### src/rtl/mem_port_arb.sv
// Memory port arbiter: shares one memory bus between instruction fetch and
// data access. Data has priority, a starvation counter forces fetch
// progress, and a lock keeps the bus on the data side across multi-beat
// block transfers and SWP.
//
// Handshake: a requester holds req (and its address/data) until its ack.
// The winner's request is latched at grant; o_bus_req rises the next cycle
// and stays high until the cycle i_bus_rdy is seen, which is also the ack
// cycle. One idle bubble follows every transaction.
module mem_port_arb #(
  parameter int FETCH_STARVE_MAX = 4
) (
  input  logic        clk,
  input  logic        rst_n,
  input  logic        i_if_req,
  input  logic [31:0] i_if_addr,
  input  logic        i_flush,
  output logic        o_if_ack,
  output logic [31:0] o_if_rdata,
  input  logic        i_d_req,
  input  logic        i_d_we,
  input  logic [1:0]  i_d_size,
  input  logic [31:0] i_d_addr,
  input  logic [31:0] i_d_wdata,
  input  logic        i_d_lock,
  output logic        o_d_ack,
  output logic [31:0] o_d_rdata,
  output logic        o_bus_req,
  output logic        o_bus_we,
  output logic [1:0]  o_bus_size,
  output logic [31:0] o_bus_addr,
  output logic [31:0] o_bus_wdata,
  input  logic        i_bus_rdy,
  input  logic [31:0] i_bus_rdata
);

  typedef enum logic [1:0] {
    IDLE   = 2'd0,
    BUSY_I = 2'd1,
    BUSY_D = 2'd2
  } state_t;

  localparam logic [3:0] STARVE_MAX = 4'(FETCH_STARVE_MAX);

  state_t     state;
  logic [3:0] starve_cnt;
  logic       lock_q;
  logic       flush_q;   // a flush was seen during the current fetch beat

  logic       fetch_ok;
  logic       grant_d;
  logic       grant_i;
  logic       grant_lock;

  assign fetch_ok = i_if_req & ~i_flush;

  // Arbitration in IDLE: lock, then forced fetch, then data, then fetch.
  always_comb begin
    grant_d    = 1'b0;
    grant_i    = 1'b0;
    grant_lock = 1'b0;
    if (state == IDLE) begin
      if (lock_q && i_d_req) begin
        grant_d    = 1'b1;
        grant_lock = 1'b1;
      end else if (fetch_ok && (starve_cnt == STARVE_MAX)) begin
        grant_i = 1'b1;
      end else if (i_d_req) begin
        grant_d = 1'b1;
      end else if (fetch_ok) begin
        grant_i = 1'b1;
      end
    end
  end

  // Acks are combinational on the i_bus_rdy cycle; a flushed fetch never acks.
  always_comb begin
    o_d_ack    = (state == BUSY_D) && i_bus_rdy;
    o_if_ack   = (state == BUSY_I) && i_bus_rdy && !i_flush && !flush_q;
    o_d_rdata  = o_d_ack  ? i_bus_rdata : 32'd0;
    o_if_rdata = o_if_ack ? i_bus_rdata : 32'd0;
  end

  // Single FSM: grant latching, bus hold, completion, lock and starvation.
  always_ff @(posedge clk) begin
    if (!rst_n) begin
      state       <= IDLE;
      starve_cnt  <= 4'd0;
      lock_q      <= 1'b0;
      flush_q     <= 1'b0;
      o_bus_req   <= 1'b0;
      o_bus_we    <= 1'b0;
      o_bus_size  <= 2'd0;
      o_bus_addr  <= 32'd0;
      o_bus_wdata <= 32'd0;
    end else begin
      case (state)
        IDLE: begin
          if (!i_if_req) starve_cnt <= 4'd0;
          if (!i_d_req)  lock_q     <= 1'b0;
          if (grant_d) begin
            state       <= BUSY_D;
            o_bus_req   <= 1'b1;
            o_bus_we    <= i_d_we;
            o_bus_size  <= i_d_size;
            o_bus_addr  <= i_d_addr;
            o_bus_wdata <= i_d_wdata;
            // Locked beats belong to one transfer and do not starve fetch again.
            if (!grant_lock && i_if_req && (starve_cnt != STARVE_MAX))
              starve_cnt <= starve_cnt + 4'd1;
          end else if (grant_i) begin
            state       <= BUSY_I;
            o_bus_req   <= 1'b1;
            o_bus_we    <= 1'b0;
            o_bus_size  <= 2'd2;
            o_bus_addr  <= i_if_addr;
            o_bus_wdata <= 32'd0;
            starve_cnt  <= 4'd0;
            lock_q      <= 1'b0;
            flush_q     <= 1'b0;
          end
        end
        BUSY_I: begin
          if (i_flush) flush_q <= 1'b1;
          if (i_bus_rdy) begin
            state       <= IDLE;
            flush_q     <= 1'b0;
            o_bus_req   <= 1'b0;
            o_bus_we    <= 1'b0;
            o_bus_size  <= 2'd0;
            o_bus_addr  <= 32'd0;
            o_bus_wdata <= 32'd0;
          end
        end
        BUSY_D: begin
          if (i_bus_rdy) begin
            state       <= IDLE;
            lock_q      <= i_d_lock;
            o_bus_req   <= 1'b0;
            o_bus_we    <= 1'b0;
            o_bus_size  <= 2'd0;
            o_bus_addr  <= 32'd0;
            o_bus_wdata <= 32'd0;
          end
        end
        default: state <= IDLE;
      endcase
    end
  end

endmodule
### config.mk
export PLATFORM = sky130hd
export DESIGN_NAME = mem_port_arb
export DESIGN_NICKNAME = d
export VERILOG_FILES = /design/src/rtl/mem_port_arb.sv
export SDC_FILE = /design/constraint.sdc
export NUM_CORES = 1
export LEC_CHECK = 0
export ABC_AREA = 0
export CAP_MARGIN = 20
export CORE_MARGIN = 2
export CORE_UTILIZATION = 33
export DETAILED_ROUTE_END_ITERATION = 10
export HOLD_SLACK_MARGIN = 0.1
export PLACE_DENSITY = 0.76
export SYNTH_ARGS = -nofsm -noshare
export SYNTH_HDL_FRONTEND = slang
export SYNTH_SLANG_ARGS = --single-unit
### constraint.sdc
create_clock -name clk -period 2.9 [get_ports clk]
set_clock_uncertainty 0.1 [all_clocks]
set_input_delay 0.58 -clock clk [delete_from_list [all_inputs] [get_ports clk]]
set_output_delay 0.58 -clock clk [all_outputs]
set_load 0.01 [all_outputs]
### PDN straps and rails

Bar = 20 µm. Pins as bars on the die edge. Tap cells in grey.
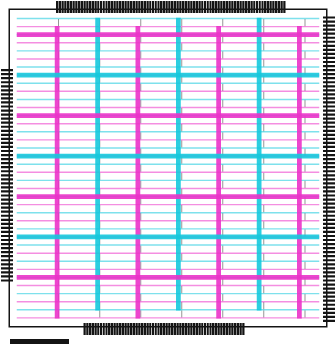
Key: VDD = cyan; VSS = magenta
272 signal pins sit on the boundary. 38 met1 rails follow the rows. The core has 37 rows. 136 tap cells.
core region area: 10230 µm²
Peak supply drop: 286.8 µV
floorplan die height: 106.2 µm
Horiz. Die Dim: 106.2 µm

### Cells coloured by class

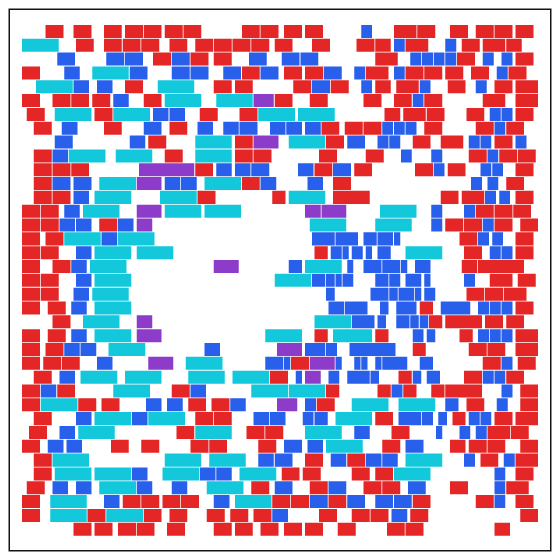
Key: registers = cyan [cells 76]; clock drivers and dummy loads = purple [cells 16]; remaining buffers and delay cells = red [cells 289]; remaining logic cells = blue [cells 233]
end-of-flow core utilization: 65.18%
# rows: 37

==> notes.md <==
Implementation status.

- The sum of net half-perimeters after detailed placement is 9339 µm.
- The largest net degree at the start of global routing is 47.
- The number of OpenROAD warnings is 30.
- The flow reported a cell area power density of 489.6 nW/µm².
- The tightest slew margin relative to the limit is 33.95%.
- In this run the deepest clock path goes through 2 buffers.
- The critical path buffer and inverter count is 3.
- Per the detail_route report, DRC violations left total 0.
- The actual slew at the worst max-slew pin is 0.9863 ns.
- The first detailed-routing pass took 5 iterations.
- The number of antenna violations at the first check in global routing is 1.
- The TritonCTS clock tree is done.
- After routing, the total negative slack on setup checks comes to 0 ns.
- Nets still carrying antenna violations after routing amount to 0.
- The CTS buffer count is 9.
- The largest driver fanout on the critical path is 16.
- The clock transition at the registers of the reported paths is 0.09 ns.
- The number of buffer cells added on primary ports is 271.
- The leakage power of the design is 3.030 nW.
- The signal on the critical path passes through inv_2, ha_4, nand2_2, nor3_4, clkbuf_16, and2_1, clkdlybuf4s50_1.
- The number of clock sinks is 76.
- In this run, post-CTS hold repair placed 0 buffers.
- The category of the worst setup path launch point is a register.
- The arrival time of data at the worst endpoint is listed as 2.09 ns.
- The synthesis report lists the most area-consuming cells as dfxtp_1, mux2i_1, a22o_1, o2bb2ai_1, and2_1.
- The cell at the root of the clock tree is clkbuf_8.
- Per the Yosys statistics, synthesis produced 337 cells.
- The H-tree generated during clock tree synthesis spans 3 levels.
- The critical path start-end classification is register to primary output.
- Looking at the critical path, the single cell with the biggest stage delay is clkdlybuf4s50_1.
- Hold-check failures listed in the final report amount to 0.
- The share of post-route cells with drive strength above 1 is 7.166%.
- According to the finish report, the design has a final net count of 753.
- The cell type with the highest aggregate area in the netlist is dfxtp_1.
- The number of endpoints failing setup at the final stage is 0.
- The total of warnings raised by yosys is 0.
- The post-detailed-placement cell area is 6350 µm².
- Per the synth log, the flip-flop and latch total comes to 76.
- Among logic cells in the layout, the one with the most instances is clkdlybuf4s50_1.
- The placer congestion estimate is 0.7885.
- The first global-routing pass estimated 18420 µm of wire.
- The final critical delay including setup and external delays is 2.772 ns.
- The required arrival time at the worst endpoint is 2.22 ns.
- The delay contributed by the slowest stage of the critical path is 0.53 ns.
- The cell area that synthesis handed to floorplanning was 3448 µm².
- The library cells used most frequently in the layout, excluding fill and tap cells, are clkdlybuf4s50_1, dfxtp_1, a22o_1, and2_1, and3_1.
- The run reported a max-capacitance violation count of 0.
- The post-synth count of flops with an enable pin is 0.
- In this run, the number of DRC markers left after iteration 0 of detailed routing was 127.
- The number of pins with negative max-slew slack in the final report is 0.
- The sequential element share of the synthesized area is 44.12%.
- The worst setup path is captured at a primary output.
- The pre-CTS worst setup slack is -0.1455 ns.
- Per the timing report, the achievable frequency comes out to 360.7 MHz.
- The routed design shows a via density per instance of 4.912.
- The global route stage reports its total congestion overflow as 0.
- The chip area is 11280 µm².
- Checking hold timing, the worst path is listed with class register to register.
- The final critical-path setup slack is 0.1278 ns.
- Yosys reports that the leading cell type by area covers 44.12% of the netlist area.
- The final standard cell area without fillers is 6669 µm².
- The run finished with clean final reports.
- The chip area from the yosys synthesis statistics is 3448 µm².
- The unique cell type count in the Yosys netlist is 40.
- The fraction of registers with async set/reset is 0%.
- The gate count of the mapped netlist is 337.
- Each instance of the synthesized netlist takes up on average 10.23 µm².
- Per the run report, area growth between synthesis and finish was 93.40%.
- During I/O placement, the number of pins put on the boundary was 272.
- The register-to-register setup slack is 0.54 ns.
- Setup repair after global routing left no endpoint under its margin.
- Per the post-synthesis report, the nets total 481.
- The most used flip-flop cell after synthesis is dfxtp_1.
- The initial cell density of the core is 33.70%.
- In the finished design, the share of the clock period the worst path needs comes to 95.59%.
- The layout has 830 filler cells.
- Broken down by cell family, the worst path's largest delay share belongs to buffers and inverters.
- The via count of the first global-routing pass was 3665.
### Clock network drawn from the DEF

Bar = 20 µm.
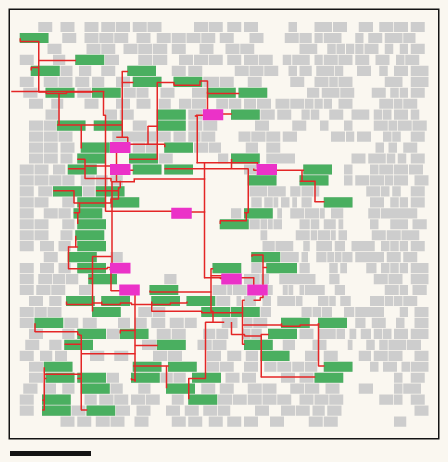
Key: clock-net drivers = magenta [count 9]; flip-flops = green [count 76]; clock wires = red [length 916 µm]
There are 10 routed clock nets.
Clk network pwr share: 26.4%
Power Clock: 863 µW
Clk Latency, worst-skew pair: 0.34 ns

### Metal layers overlaid

Bar = 20 µm. Two of the layers only.
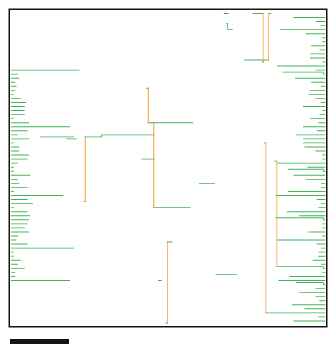
Key: M4 = orange [wire length 214 µm]; M3 = green [wire length 819 µm]
total vias in the final route: 3689
GR Util All Layers: 20.36%
routed wirelength normalized by instance count: 16.39 µm
Detailed Route WL: 12310 µm

[power breakdown]
group          switching [mW]  internal (mW)
Sequential             0.0803           1.19
Clock                   0.441          0.422
Combinational           0.483          0.652
Total                    1.00           2.26
[final timing paths]
kind	startpoint	end	cells after the start
max	state[1]	o_if_rdata[1]	7
min	o_bus_addr[0]	o_bus_addr[0]	1
max reg2reg	state[0]	o_bus_wdata[10]	6
min reg2reg	o_bus_addr[0]	o_bus_addr[0]	1
[synth_stat cells (3+ instances only)]
cell type / number
dfxtp_1: 76
a22o_1: 34
and2_1: 33
and3_1: 33
mux2i_1: 32
o2bb2ai_1: 32
clkbuf_1: 17
inv_1: 7
nand2_1: 7
ha_1: 6
nor2b_1: 6
buf_6: 5
o21ai_0: 5
a21oi_1: 4
buf_2: 4
buf_1: 3
nand4_1: 3
[kinds of logic after synthesis]
kind of cell,synth area share (%)
fa+ha+maj,2.177
buf+inv,5.152
mux,9.289
flops,44.12
compound gates,21.95
simple gates,17.31
[layer usage]
metal | GRT usage [%] | share of wire [%]
met1 | 22.64 | 40
met3 | 4.598 | 6.6
met4 | 6.391 | 1.7
met2 | 38.14 | 52
met5 | 0 | 0
[state kept, by name (all words and copies together) (netlist names)]
| signal | count |
|---|---|
| o_bus_addr | 32 |
| o_bus_we | 1 |
| o_bus_wdata | 32 |
| starve_cnt | 4 |
| state | 2 |
| flush_q | 1 |
| o_bus_size | 2 |
| o_bus_req | 1 |
| lock_q | 1 |
[stage by stage]
step	hold WS (ns)	total power [mW]	instances
floorplan	0.3822	1.760	337
finish	0.3691	3.265	751
detailed placement	0.3454	2.410	731
CTS	0.3723	3.298	749
global route	0.3844	3.426	751
global placement	0.3444	2.388	731
[area by class of cell]
cell class	instances	area, µm²	area share, %
clock inverter	7	87.58	1.313
inverter	7	26.28	0.3940
sequential	76	1523	22.83
timing repair buffer	289	2944	44.15
antenna	1	2.502	0.03752
tap	136	170.2	2.552
clock buffer	9	123.9	1.857
multi-input combinational	226	1792	26.87
[what timing repair did]
action | in CTS | in global routing
setup endpoints to repair | 32 | 48
setup buffers | 1 | 0
resized | 12 | 23
pin swaps | 1 | 0
cloned | 1 | 1
[worst reg2reg max path, cell delays in order, from the launching register on]
cell and delay [ns]:
dfxtp_2 0.38, inv_1 0.07, ha_1 0.37, nor2b_1 0.22, a211oi_2 0.11, nor2b_2 0.80, a22o_1 0.27
No activity file was given, so power comes from the tool's default toggle rates.
